===== src/rtl/axis_pattern_sequencer.sv =====
// Test-pattern sequencer: drives the AXI4-Stream pattern generator's enable/select and
// monitors its output handshake to count frames and flag line-length / frame-height errors.
module axis_pattern_sequencer #(
    parameter int          H_ACTIVE           = 960,
    parameter int          V_ACTIVE           = 2160,
    parameter int          FRAMES_PER_PATTERN = 4,
    parameter logic [7:0]  PATTERN_MASK       = 8'hFF,
    parameter int          SETTLE_CYCLES      = 4
) (
    input  logic        sys_clk_i,
    input  logic        reset_i,
    input  logic        enable_i,
    input  logic        auto_i,
    input  logic [2:0]  manual_sel_i,
    input  logic        mon_tvalid_i,
    input  logic        mon_tready_i,
    input  logic        mon_tuser_i,
    input  logic        mon_tlast_i,
    output logic        gen_en_o,
    output logic [2:0]  pattern_sel_o,
    output logic        pattern_change_o,
    output logic [15:0] frame_count_o,
    output logic        pix_err_o,
    output logic        line_err_o,
    output logic [1:0]  state_o
);

    localparam logic [1:0] ST_IDLE     = 2'd0;
    localparam logic [1:0] ST_WAIT_SOF = 2'd1;
    localparam logic [1:0] ST_ACTIVE   = 2'd2;
    localparam logic [1:0] ST_SWITCH   = 2'd3;

    // An empty rotation would leave nothing to play, so it falls back to pattern 0.
    localparam logic [7:0]  EFF_MASK    = (PATTERN_MASK == 8'h00) ? 8'h01 : PATTERN_MASK;
    localparam logic [15:0] H_LEN       = 16'(H_ACTIVE);
    localparam logic [15:0] LAST_LINE   = 16'(V_ACTIVE - 1);
    localparam logic [15:0] FPP         = 16'(FRAMES_PER_PATTERN);
    localparam logic [15:0] SETTLE_LAST = 16'(SETTLE_CYCLES - 1);

    function automatic logic [15:0] sat_inc(input logic [15:0] v);
        logic [15:0] r;
        r = (v == 16'hFFFF) ? v : (v + 16'd1);
        return r;
    endfunction

    function automatic logic [2:0] first_pattern(input logic [7:0] mask);
        logic [2:0] r;
        r = 3'd0;
        for (int i = 7; i >= 0; i--) begin
            if (mask[i]) begin
                r = 3'(i);
            end else begin
                r = r;
            end
        end
        return r;
    endfunction

    // Searches cur+1 .. cur+7 (mod 8); returns cur when no other bit is set.
    function automatic logic [2:0] next_pattern(input logic [7:0] mask, input logic [2:0] cur);
        logic [2:0] r;
        logic [2:0] idx;
        logic       found;
        r     = cur;
        found = 1'b0;
        for (int k = 1; k < 8; k++) begin
            idx = cur + 3'(k);
            if (!found && mask[idx]) begin
                r     = idx;
                found = 1'b1;
            end else begin
                r = r;
            end
        end
        return r;
    endfunction

    logic [1:0]  state_q, state_d;
    logic        gen_en_q, gen_en_d;
    logic [2:0]  pattern_sel_q, pattern_sel_d;
    logic        pattern_change_q, pattern_change_d;
    logic [15:0] frame_count_q, frame_count_d;
    logic        pix_err_q, pix_err_d;
    logic        line_err_q, line_err_d;
    logic [15:0] pix_cnt_q, pix_cnt_d;
    logic [15:0] line_cnt_q, line_cnt_d;
    logic [15:0] frames_in_pat_q, frames_in_pat_d;
    logic [15:0] settle_cnt_q, settle_cnt_d;

    logic        beat_s;
    logic        track_s;
    logic [15:0] pix_len_s;
    logic [15:0] line_base_s;
    logic [15:0] frames_inc_s;
    logic [2:0]  start_sel_s;
    logic [2:0]  auto_next_s;

    // Next-state, pattern selection and stream-monitor counters.
    always_comb begin
        state_d          = state_q;
        pattern_sel_d    = pattern_sel_q;
        pattern_change_d = 1'b0;
        frame_count_d    = frame_count_q;
        pix_err_d        = pix_err_q;
        line_err_d       = line_err_q;
        pix_cnt_d        = pix_cnt_q;
        line_cnt_d       = line_cnt_q;
        frames_in_pat_d  = frames_in_pat_q;
        settle_cnt_d     = settle_cnt_q;
        track_s          = 1'b0;

        beat_s       = mon_tvalid_i & mon_tready_i;
        // A SOF beat restarts the frame with itself as pixel 0 of line 0.
        pix_len_s    = mon_tuser_i ? 16'd1 : sat_inc(pix_cnt_q);
        line_base_s  = mon_tuser_i ? 16'd0 : line_cnt_q;
        frames_inc_s = sat_inc(frames_in_pat_q);
        start_sel_s  = auto_i ? first_pattern(EFF_MASK) : manual_sel_i;
        auto_next_s  = next_pattern(EFF_MASK, pattern_sel_q);

        case (state_q)
            ST_IDLE: begin
                if (enable_i) begin
                    pattern_sel_d    = start_sel_s;
                    pattern_change_d = (start_sel_s != pattern_sel_q);
                    frames_in_pat_d  = 16'd0;
                    state_d          = ST_WAIT_SOF;
                end else begin
                    state_d = ST_IDLE;
                end
            end
            ST_WAIT_SOF: begin
                // No frame is in flight here, so a dropped enable stops at once.
                if (beat_s && mon_tuser_i) begin
                    track_s = 1'b1;
                end else if (!enable_i) begin
                    state_d = ST_IDLE;
                end else begin
                    state_d = ST_WAIT_SOF;
                end
            end
            ST_ACTIVE: begin
                if (beat_s) begin
                    track_s    = 1'b1;
                    line_err_d = line_err_q | mon_tuser_i;
                end else begin
                    state_d = ST_ACTIVE;
                end
            end
            ST_SWITCH: begin
                if (settle_cnt_q >= SETTLE_LAST) begin
                    settle_cnt_d = 16'd0;
                    state_d      = ST_WAIT_SOF;
                end else begin
                    settle_cnt_d = settle_cnt_q + 16'd1;
                end
            end
            default: begin
                state_d = ST_IDLE;
            end
        endcase

        if (track_s) begin
            state_d = ST_ACTIVE;
            if (mon_tlast_i) begin
                pix_err_d  = pix_err_q | (pix_len_s != H_LEN);
                pix_cnt_d  = 16'd0;
                line_cnt_d = sat_inc(line_base_s);
                if (line_base_s == LAST_LINE) begin
                    frame_count_d   = frame_count_q + 16'd1;
                    frames_in_pat_d = frames_inc_s;
                    settle_cnt_d    = 16'd0;
                    if (!enable_i) begin
                        state_d = ST_IDLE;
                    end else if (auto_i && (frames_inc_s >= FPP)) begin
                        frames_in_pat_d = 16'd0;
                        if (auto_next_s != pattern_sel_q) begin
                            pattern_sel_d    = auto_next_s;
                            pattern_change_d = 1'b1;
                            state_d          = ST_SWITCH;
                        end else begin
                            state_d = ST_WAIT_SOF;
                        end
                    end else if (!auto_i && (manual_sel_i != pattern_sel_q)) begin
                        pattern_sel_d    = manual_sel_i;
                        pattern_change_d = 1'b1;
                        frames_in_pat_d  = 16'd0;
                        state_d          = ST_SWITCH;
                    end else begin
                        state_d = ST_WAIT_SOF;
                    end
                end else begin
                    state_d = ST_ACTIVE;
                end
            end else begin
                pix_cnt_d  = pix_len_s;
                line_cnt_d = line_base_s;
            end
        end else begin
            track_s = 1'b0;
        end

        gen_en_d = (state_d == ST_WAIT_SOF) || (state_d == ST_ACTIVE);
    end

    // State and output registers with asynchronous active-low reset.
    always_ff @(posedge sys_clk_i or negedge reset_i) begin
        if (!reset_i) begin
            state_q          <= ST_IDLE;
            gen_en_q         <= 1'b0;
            pattern_sel_q    <= 3'd0;
            pattern_change_q <= 1'b0;
            frame_count_q    <= 16'd0;
            pix_err_q        <= 1'b0;
            line_err_q       <= 1'b0;
            pix_cnt_q        <= 16'd0;
            line_cnt_q       <= 16'd0;
            frames_in_pat_q  <= 16'd0;
            settle_cnt_q     <= 16'd0;
        end else begin
            state_q          <= state_d;
            gen_en_q         <= gen_en_d;
            pattern_sel_q    <= pattern_sel_d;
            pattern_change_q <= pattern_change_d;
            frame_count_q    <= frame_count_d;
            pix_err_q        <= pix_err_d;
            line_err_q       <= line_err_d;
            pix_cnt_q        <= pix_cnt_d;
            line_cnt_q       <= line_cnt_d;
            frames_in_pat_q  <= frames_in_pat_d;
            settle_cnt_q     <= settle_cnt_d;
        end
    end

    assign gen_en_o         = gen_en_q;
    assign pattern_sel_o    = pattern_sel_q;
    assign pattern_change_o = pattern_change_q;
    assign frame_count_o    = frame_count_q;
    assign pix_err_o        = pix_err_q;
    assign line_err_o       = line_err_q;
    assign state_o          = state_q;

endmodule


===== config.mk =====
export PLATFORM = sky130hd
export DESIGN_NAME = axis_pattern_sequencer
export DESIGN_NICKNAME = d
export VERILOG_FILES = /design/src/rtl/axis_pattern_sequencer.sv
export SDC_FILE = /design/constraint.sdc
export NUM_CORES = 1
export LEC_CHECK = 0
export CORE_UTILIZATION = 40
export DETAILED_ROUTE_END_ITERATION = 16
export GPL_ROUTABILITY_DRIVEN = 0
export PLACE_DENSITY = 0.68
export SETUP_SLACK_MARGIN = 0.2
export SLEW_MARGIN = 20
export SYNTH_ARGS = -nofsm -noshare
export SYNTH_HDL_FRONTEND = slang
export SYNTH_SLANG_ARGS = --single-unit

===== constraint.sdc =====
create_clock -name sys_clk_i -period 7.2 [get_ports sys_clk_i]
set_clock_uncertainty 0.1 [all_clocks]
set_input_delay 1.44 -clock sys_clk_i [delete_from_list [all_inputs] [get_ports sys_clk_i]]
set_output_delay 1.44 -clock sys_clk_i [all_outputs]
set_load 0.02 [all_outputs]

==> images/final_congestion.png <==
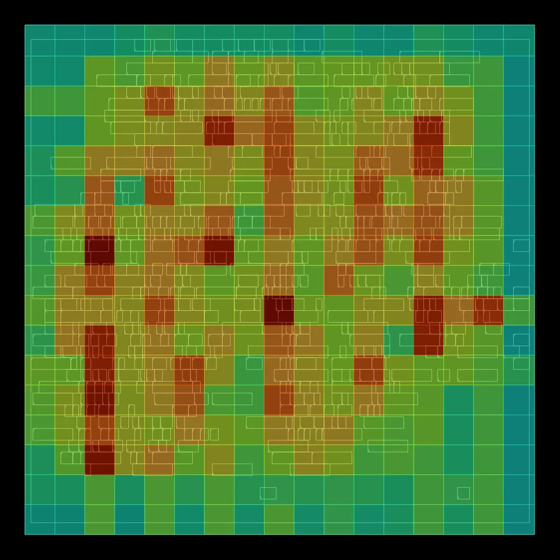
post-route core utilization: 0.479
met2 usage: 0.296
overall track demand over capacity in global routing: 0.185

==> images/pins.png <==
The bar under the picture is 20 µm long. Pins as bars across the die edge, other pins in grey.
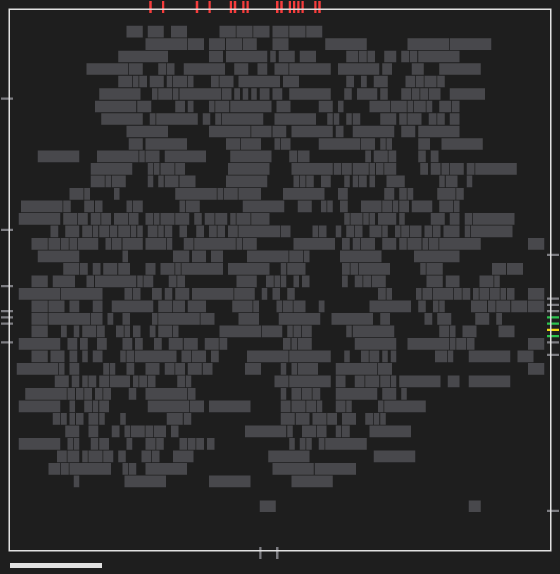
yellow -> pattern_change_o  # pins 1, direction output, edge right
green -> manual_sel_i  # pins 3, direction input, edge right
red -> frame_count_o  # pins 16, direction output, edge top
all pins by edge = 16 top, 11 right, 7 left, 2 bottom
height of the die: 118 µm
die extent in x: 118 µm
Port Buffer Count: 35

==> images/port_nets.png <==
The bar under the picture is 20 µm long.
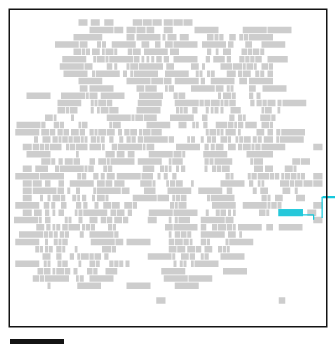
cyan -> pattern_change_o  # direction output, end cells 1, buffers 1, wire 14.6 µm

==> images/met2.png <==
Cells faint in the background.
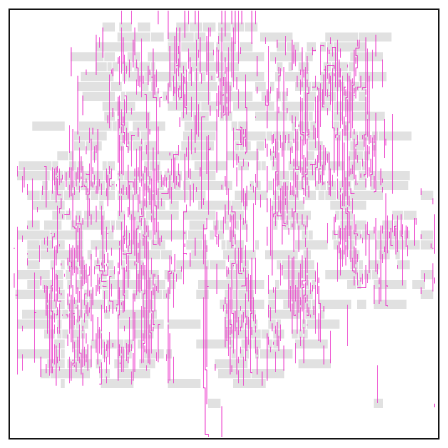
main direction = vertical
longest straight run = 40.5 µm
wire length on this layer = 5720 µm
nets with wire on the layer = 533
sum of routed wire length over all layers: 12100 µm
total via count in the routed design: 4586

==> images/met1.png <==
Supply wires on this layer in grey. Cells faint in the background.
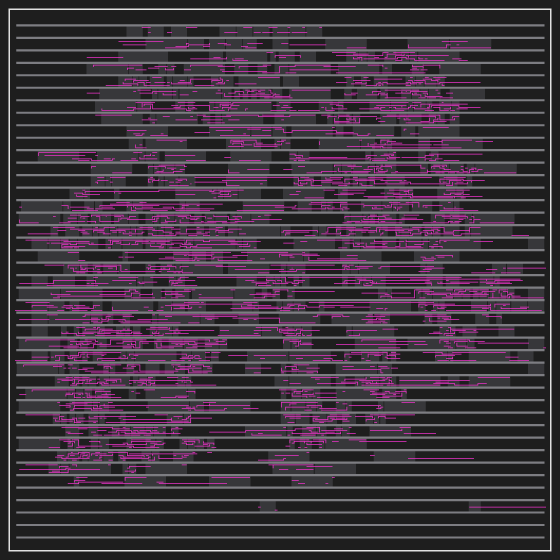
main direction = horizontal
share of all routed wire = 47%
longest straight run = 37.7 µm
wire length on this layer = 5670 µm
nets with wire on the layer = 596

[report_power, final]
part / leakage, µW / total [µW] / switching (µW) / internal, µW
Sequential: 0.00119 / 653 / 84.0 / 569
Clock: 0.000149 / 478 / 190 / 288
Combinational: 0.00107 / 260 / 144 / 116
Total: 0.00241 / 1390 / 418 / 973
[layout by cell type (no fill, tap or decap), drive strengths merged, types with 13 or more instances in the layout]
cell,synthesis,final
nor3,14,14
nand2,73,73
clkdlybuf4s50,0,34
xor2,23,23
dfrtp,89,89
xnor2,29,29
nor2,57,57
nand4,20,20
a31oi,13,13
nor4,16,16
a21oi,28,28
inv,13,13
o21ai,31,31
nand3,61,61
[per-layer routing]
metal | vias to the layer above | part of all wire | global-route usage
met4 | 0 | 0.012 | 0.0601
met3 | 13 | 0.050 | 0.0363
met2 | 106 | 0.47 | 0.296
met1 | 2224 | 0.47 | 0.252
met5 | - | 0 | 0
li1 | 2243 | - | -
[worst register-to-register path: stages, from the launching register on]
cell and delay (ns):
dfrtp_1 0.43, ha_1 0.30, nand3_2 0.24, nor3_1 0.31, mux2i_1 0.25, nand3_1 0.18, o41ai_4 0.59, a21boi_4 0.24
nand2b_1 0.32, o21ai_1 0.19
[through the flow]
step	util	instances	setup slack [ns]	total power, µW	cell area (µm²)
floorplan	-	601	3.32	810	5340
global placement	0.455	789	2.91	907	5830
detailed placement	0.455	789	2.78	918	5830
CTS	0.479	805	3.16	1410	6140
global route	0.479	805	2.99	1470	6140
finish	0.479	805	3.12	1390	6140
[worst max path at each step]
stage	to	slack, ns
after floorplan	line_cnt_q[11]	3.32
after global routing	frame_count_o[13]	2.99
after detailed placement	frame_count_o[13]	2.78
after global placement	frame_count_o[13]	2.91
after CTS	frame_count_o[13]	3.16
final	frame_count_o[13]	3.12
==> ci_impl_report.md <==
### Flow metrics

| Metric | Value |
|---|---|
| Highest clock frequency the design can meet | 0.245 GHz |
| Global-route congestion overflow total | 0 |
| Area used by multi-input combinational logic | approximately 0.0030 mm² |
| Diode insertion count for antenna repair | 0 |
| Clkbuf count | 12 |
| Result of the run | finished clean |
| Setup crit start kind | input pin |
| Maximum clock path buffer count | 2 |
| Top cell types by occurrence after synthesis | 89 x dfrtp_1, 73 x nand2_1, 59 x nand3_1 |
| Cell area power density | approximately 230 mW/mm² |
| List of cells traversed by the critical path | clkdlybuf4s50_1 -> buf_4 -> a21oi_2 -> or3_1 -> nor4_1 -> and4b_1 -> nand4_2 -> or3_1 -> xnor2_1 |
| Number of nets at floorplan | between 600 and 700 |
| Data required time at the worst endpoint | 7.33 ns |
| Ys flop type | dfrtp_1 |
| Worst EP arrival | roughly 4.2 ns |
| Startpoint-to-endpoint class of the critical path | in -> reg |
| Number of sinks handled by clock tree synthesis | 89 |
| Register area share after synthesis | 0.417 |
| Reg-to-reg slack, setup | 3.97 ns |
| Type of the tightest min-delay check | reg -> reg |
| Vias in the first global route | 4358 |
| Non-clock buffer share | 0.0615 |
| Remaining number of nets flagged by the antenna check after routing | 0 |
| Fraction of the mapped netlist area in simple logic gates | 0.282 |
| Flip-flop and latch area | around 0.0022 mm² |
| Clock transition time at the flip-flop clock pins of the worst setup and hold paths | 0.06 ns |
| Layout cells sized above 1 | 0.0742 |
| Area figure in the yosys stat output | roughly 0.0053 mm² |
| Core area | around 0.013 mm² |
| Number of enable-type register cells in the synthesized netlist | 0 |
Power figures rest on the tool's default switching activity, not on a simulated workload.
